===== config.mk =====
export PLATFORM = sky130hd
export DESIGN_NAME = pwm_audio_mixer_flat
export DESIGN_NICKNAME = d
export VERILOG_FILES = /design/src/rtl/pwm_audio_mixer_pkg.sv /design/src/rtl/pwm_audio_mixer_if.sv /design/src/rtl/pwm_audio_mixer_tone_channel.sv /design/src/rtl/pwm_audio_mixer.sv /design/src/flat_wrapper.sv
export SDC_FILE = /design/constraint.sdc
export NUM_CORES = 1
export LEC_CHECK = 0
export CAP_MARGIN = 20
export CORE_ASPECT_RATIO = 0.8
export CORE_MARGIN = 2
export CORE_UTILIZATION = 66
export CTS_CLUSTER_SIZE = 25
export DETAILED_ROUTE_END_ITERATION = 12
export PLACE_DENSITY = 0.85
export SLEW_MARGIN = 20
export SYNTH_ARGS = -nofsm -noshare
export SYNTH_HDL_FRONTEND = slang
export SYNTH_HIERARCHICAL = 1
export SYNTH_SLANG_ARGS = --single-unit
export TNS_END_PERCENT = 50

===== constraint.sdc =====
create_clock -name clk -period 5.3 [get_ports clk]
set_input_delay 1.06 -clock clk [delete_from_list [all_inputs] [get_ports clk]]
set_output_delay 1.06 -clock clk [all_outputs]
set_load 0.02 [all_outputs]

===== src/rtl/pwm_audio_mixer_pkg.sv =====
// Shared widths and config struct for the multi-channel PWM audio mixer.
// Channel count and field widths are fixed here; PRESCALE is a top-level parameter.
package pwm_audio_pkg;
  localparam int NUM_CH       = 4;
  localparam int FREQ_W       = 8;
  localparam int VOL_W        = 4;
  localparam int PWM_W        = 8;
  localparam int PRESCALE_DEF = 256;

  localparam int CH_IDX_W = $clog2(NUM_CH);
  localparam int SUM_W    = VOL_W + CH_IDX_W;
  localparam int SHIFT    = PWM_W - SUM_W;

  typedef struct packed {
    logic [FREQ_W-1:0] freq;
    logic [VOL_W-1:0]  vol;
    logic              en;
  } ch_cfg_t;
endpackage


===== src/rtl/pwm_audio_mixer_if.sv =====
// Channel configuration write port: one strobe carries index, divider, volume and enable.
interface pwm_audio_mixer_if;
  import pwm_audio_pkg::*;

  logic                cfg_we;
  logic [CH_IDX_W-1:0] cfg_ch;
  logic [FREQ_W-1:0]   cfg_freq;
  logic [VOL_W-1:0]    cfg_vol;
  logic                cfg_en;

  modport master (output cfg_we, cfg_ch, cfg_freq, cfg_vol, cfg_en);
  modport slave  (input  cfg_we, cfg_ch, cfg_freq, cfg_vol, cfg_en);
endinterface


===== src/rtl/pwm_audio_mixer_tone_channel.sv =====
// One square-wave tone generator: divider on prescaler ticks, toggling phase gates the volume.
module tone_channel
  import pwm_audio_pkg::*;
(
  input  logic             clk,
  input  logic             reset,
  input  logic             i_tick,
  input  logic             i_we,
  input  ch_cfg_t          i_cfg,
  output logic [VOL_W-1:0] o_contrib
);
  ch_cfg_t           r_cfg;
  logic [FREQ_W-1:0] r_div;
  logic              r_phase;

  // A write restarts the tone and takes priority over a coincident tick.
  always_ff @(posedge clk or posedge reset) begin
    if (reset) begin
      r_cfg   <= '0;
      r_div   <= '0;
      r_phase <= 1'b0;
    end else if (i_we) begin
      r_cfg   <= i_cfg;
      r_div   <= '0;
      r_phase <= 1'b0;
    end else if (!r_cfg.en || r_cfg.freq == '0) begin
      r_div   <= '0;
      r_phase <= 1'b0;
    end else if (i_tick) begin
      if (r_div == r_cfg.freq) begin
        r_div   <= '0;
        r_phase <= ~r_phase;
      end else begin
        r_div   <= r_div + 1'b1;
      end
    end
  end

  assign o_contrib = r_phase ? r_cfg.vol : '0;
endmodule


===== src/rtl/pwm_audio_mixer.sv =====
// NUM_CH tone channels summed into one PWM pin; duty is only latched at period wrap.
module pwm_audio_mixer
  import pwm_audio_pkg::*;
#(
  parameter int PRESCALE = PRESCALE_DEF
) (
  input  logic               clk,
  input  logic               reset,
  pwm_audio_mixer_if.slave   cfg,
  output logic               pwm_out,
  output logic               sample_strobe,
  output logic               io_oeb_low
);
  localparam int PRE_W = $clog2(PRESCALE);

  logic [PRE_W-1:0]                   r_pre;
  logic                               w_tick;
  ch_cfg_t                            w_cfg;
  logic [NUM_CH-1:0]                  w_we;
  logic [NUM_CH-1:0][VOL_W-1:0]       w_contrib;
  logic [SUM_W-1:0]                   w_sum;
  logic [PWM_W-1:0]                   w_duty_next;
  logic [PWM_W-1:0]                   r_pwm_cnt;
  logic [PWM_W-1:0]                   r_duty;
  logic                               r_strobe;
  logic                               r_pwm_out;

  assign w_tick = (r_pre == PRE_W'(PRESCALE - 1));

  always_ff @(posedge clk or posedge reset) begin
    if (reset) r_pre <= '0;
    else       r_pre <= w_tick ? '0 : r_pre + 1'b1;
  end

  assign w_cfg = '{freq: cfg.cfg_freq, vol: cfg.cfg_vol, en: cfg.cfg_en};

  for (genvar i = 0; i < NUM_CH; i++) begin : g_ch
    assign w_we[i] = cfg.cfg_we && (cfg.cfg_ch == CH_IDX_W'(i));

    tone_channel u_ch (
      .clk       (clk),
      .reset     (reset),
      .i_tick    (w_tick),
      .i_we      (w_we[i]),
      .i_cfg     (w_cfg),
      .o_contrib (w_contrib[i])
    );
  end

  // SUM_W is sized so the full-scale sum of every channel cannot overflow.
  always_comb begin
    w_sum = '0;
    for (int i = 0; i < NUM_CH; i++) w_sum = w_sum + SUM_W'(w_contrib[i]);
  end

  assign w_duty_next = PWM_W'(w_sum) << SHIFT;

  always_ff @(posedge clk or posedge reset) begin
    if (reset) begin
      r_pwm_cnt <= '0;
      r_duty    <= '0;
      r_strobe  <= 1'b0;
      r_pwm_out <= 1'b0;
    end else begin
      r_pwm_cnt <= r_pwm_cnt + 1'b1;
      r_strobe  <= (r_pwm_cnt == '1);
      if (r_pwm_cnt == '1) r_duty <= w_duty_next;
      r_pwm_out <= (r_pwm_cnt < r_duty);
    end
  end

  assign pwm_out       = r_pwm_out;
  assign sample_strobe = r_strobe;
  assign io_oeb_low    = 1'b0;
endmodule


===== src/flat_wrapper.sv =====
// flat-port wrapper written by rule: the top's interface ports become plain ports
module pwm_audio_mixer_flat import pwm_audio_pkg::*;
#(
  parameter int PRESCALE = PRESCALE_DEF
)
  (clk, reset, pwm_out, sample_strobe, io_oeb_low, cfg_cfg_we, cfg_cfg_ch, cfg_cfg_freq, cfg_cfg_vol, cfg_cfg_en);
  pwm_audio_mixer_if cfg_i ();
  input  logic clk;
  input  logic reset;
  output logic pwm_out;
  output logic sample_strobe;
  output logic io_oeb_low;
  input wire logic [$bits(cfg_i.cfg_we)-1:0] cfg_cfg_we;
  input wire logic [$bits(cfg_i.cfg_ch)-1:0] cfg_cfg_ch;
  input wire logic [$bits(cfg_i.cfg_freq)-1:0] cfg_cfg_freq;
  input wire logic [$bits(cfg_i.cfg_vol)-1:0] cfg_cfg_vol;
  input wire logic [$bits(cfg_i.cfg_en)-1:0] cfg_cfg_en;
  assign cfg_i.cfg_we = cfg_cfg_we;
  assign cfg_i.cfg_ch = cfg_cfg_ch;
  assign cfg_i.cfg_freq = cfg_cfg_freq;
  assign cfg_i.cfg_vol = cfg_cfg_vol;
  assign cfg_i.cfg_en = cfg_cfg_en;
  pwm_audio_mixer #(.PRESCALE(PRESCALE)) u_core (.clk(clk), .reset(reset), .cfg(cfg_i), .pwm_out(pwm_out), .sample_strobe(sample_strobe), .io_oeb_low(io_oeb_low));
endmodule

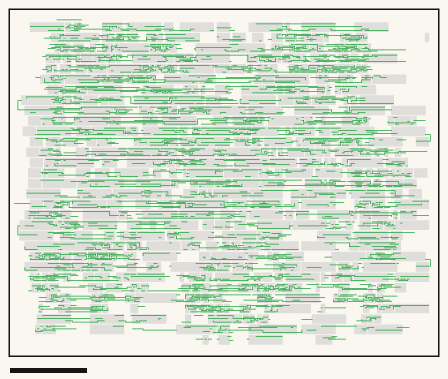
met1.png
The bar under the picture is 20 µm long.
longest straight run: 38.6 µm
share of all routed wire: 44%

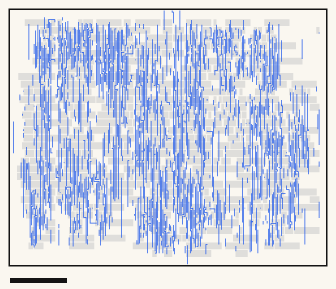
met2.png
The bar under the picture is 20 µm long.
longest straight run: 47.3 µm
wire length on this layer: 6430 µm
share of all routed wire: 47%
nets with wire on the layer: 556
main direction: vertical

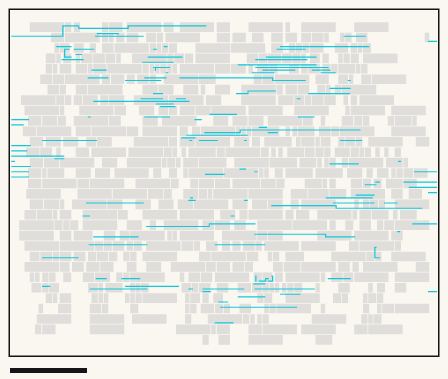
met3.png
The bar under the picture is 20 µm long.
share of all routed wire: 6.5%
nets with wire on the layer: 90

==> run notes <==
run results: outcome=completed, Data arrival, critical path=3.29 ns, tool warnings=26, metal3 WL=890 µm, post-synthesis compound-gate area fraction=0.122, Min-Delay Path Depth=1, Nets at Floorplan=615, Max Used Layer=met4, Yosys Instances=573, r2r startpoint=u_core/r_pre[0]$_DFF_PP0_, Num Clock Sinks=112, worst vdd ir=0.230 mV, post-synthesis adder-cell area fraction=0.0589, crit path setup slack, layout=2.30 ns, CTS buffer count=9, crit-path max FO=15, dpl hpwl=9.65 mm, io pins=21, Peak Freq=333 MHz, Lkg Pwr=2.67 nW, Layout Cells excl Fill=706, top cells by area=dfrtp_1 (46%), mux2_2 (8.8%), xnor2_1 (5.6%), RSZ-0062 raised after global routing=false, FILL cells=591, Inverters=38, count of pins over their slew limit=0, Hold Path Origin=u_core/r_pre[0]$_DFF_PP0_, vias=4641, crit end category=flip-flop, clock buffers=11, Synth Warn #=6, Area-dominant class=multi-input combinational cells, WL per Instance=19.5 µm, Buf/Inv on CP=2, die x size=112 µm, Synth top cell by count=dfrtp_1, critical path class=reg2reg, Worst path top cell family by delay=simple AND/OR/NAND/NOR gates, GR peak layer=met2, Worst Hold End=u_core/r_pre[0]$_DFF_PP0_, Switching Share=0.271, power density over the cells=287 nW/µm², setup bufs post-CTS=0, clock tree buffer depth=2, Top Registers=u_core/g_ch.u_ch/r_cfg x52, u_core/g_ch.u_ch/r_div x32, First DRT Iteration DRCs=457, clk slew on worst S/H paths=0.07 ns, yosys stat area=6120 µm², clock share of power=0.351, TritonCTS clock tree=done
[cell families (layout without fill, tap and decap cells)]
group                      after synthesis  count (layout)
xor gates and xnor gates                43              43
AOI/OAI and AO/OA                      111             111
adders and majority gates               24              24
muxes                                   49              49
DFF                                    112             112
other                                    1               1
buffers and inverters                   56              74
and+or+nand+nor                        177             177
[through the flow]
stage | cell area [µm²] | total power [mW] | hold WS, ns
after floorplan | 6120 | 1.17 | 0.448
after global placement | 6340 | 1.23 | 0.461
after detailed placement | 6340 | 1.25 | 0.472
after CTS | 6640 | 1.91 | 0.494
after global routing | 6640 | 1.99 | 0.517
final | 6640 | 1.91 | 0.486
Power is estimated from default activity; no workload was simulated.
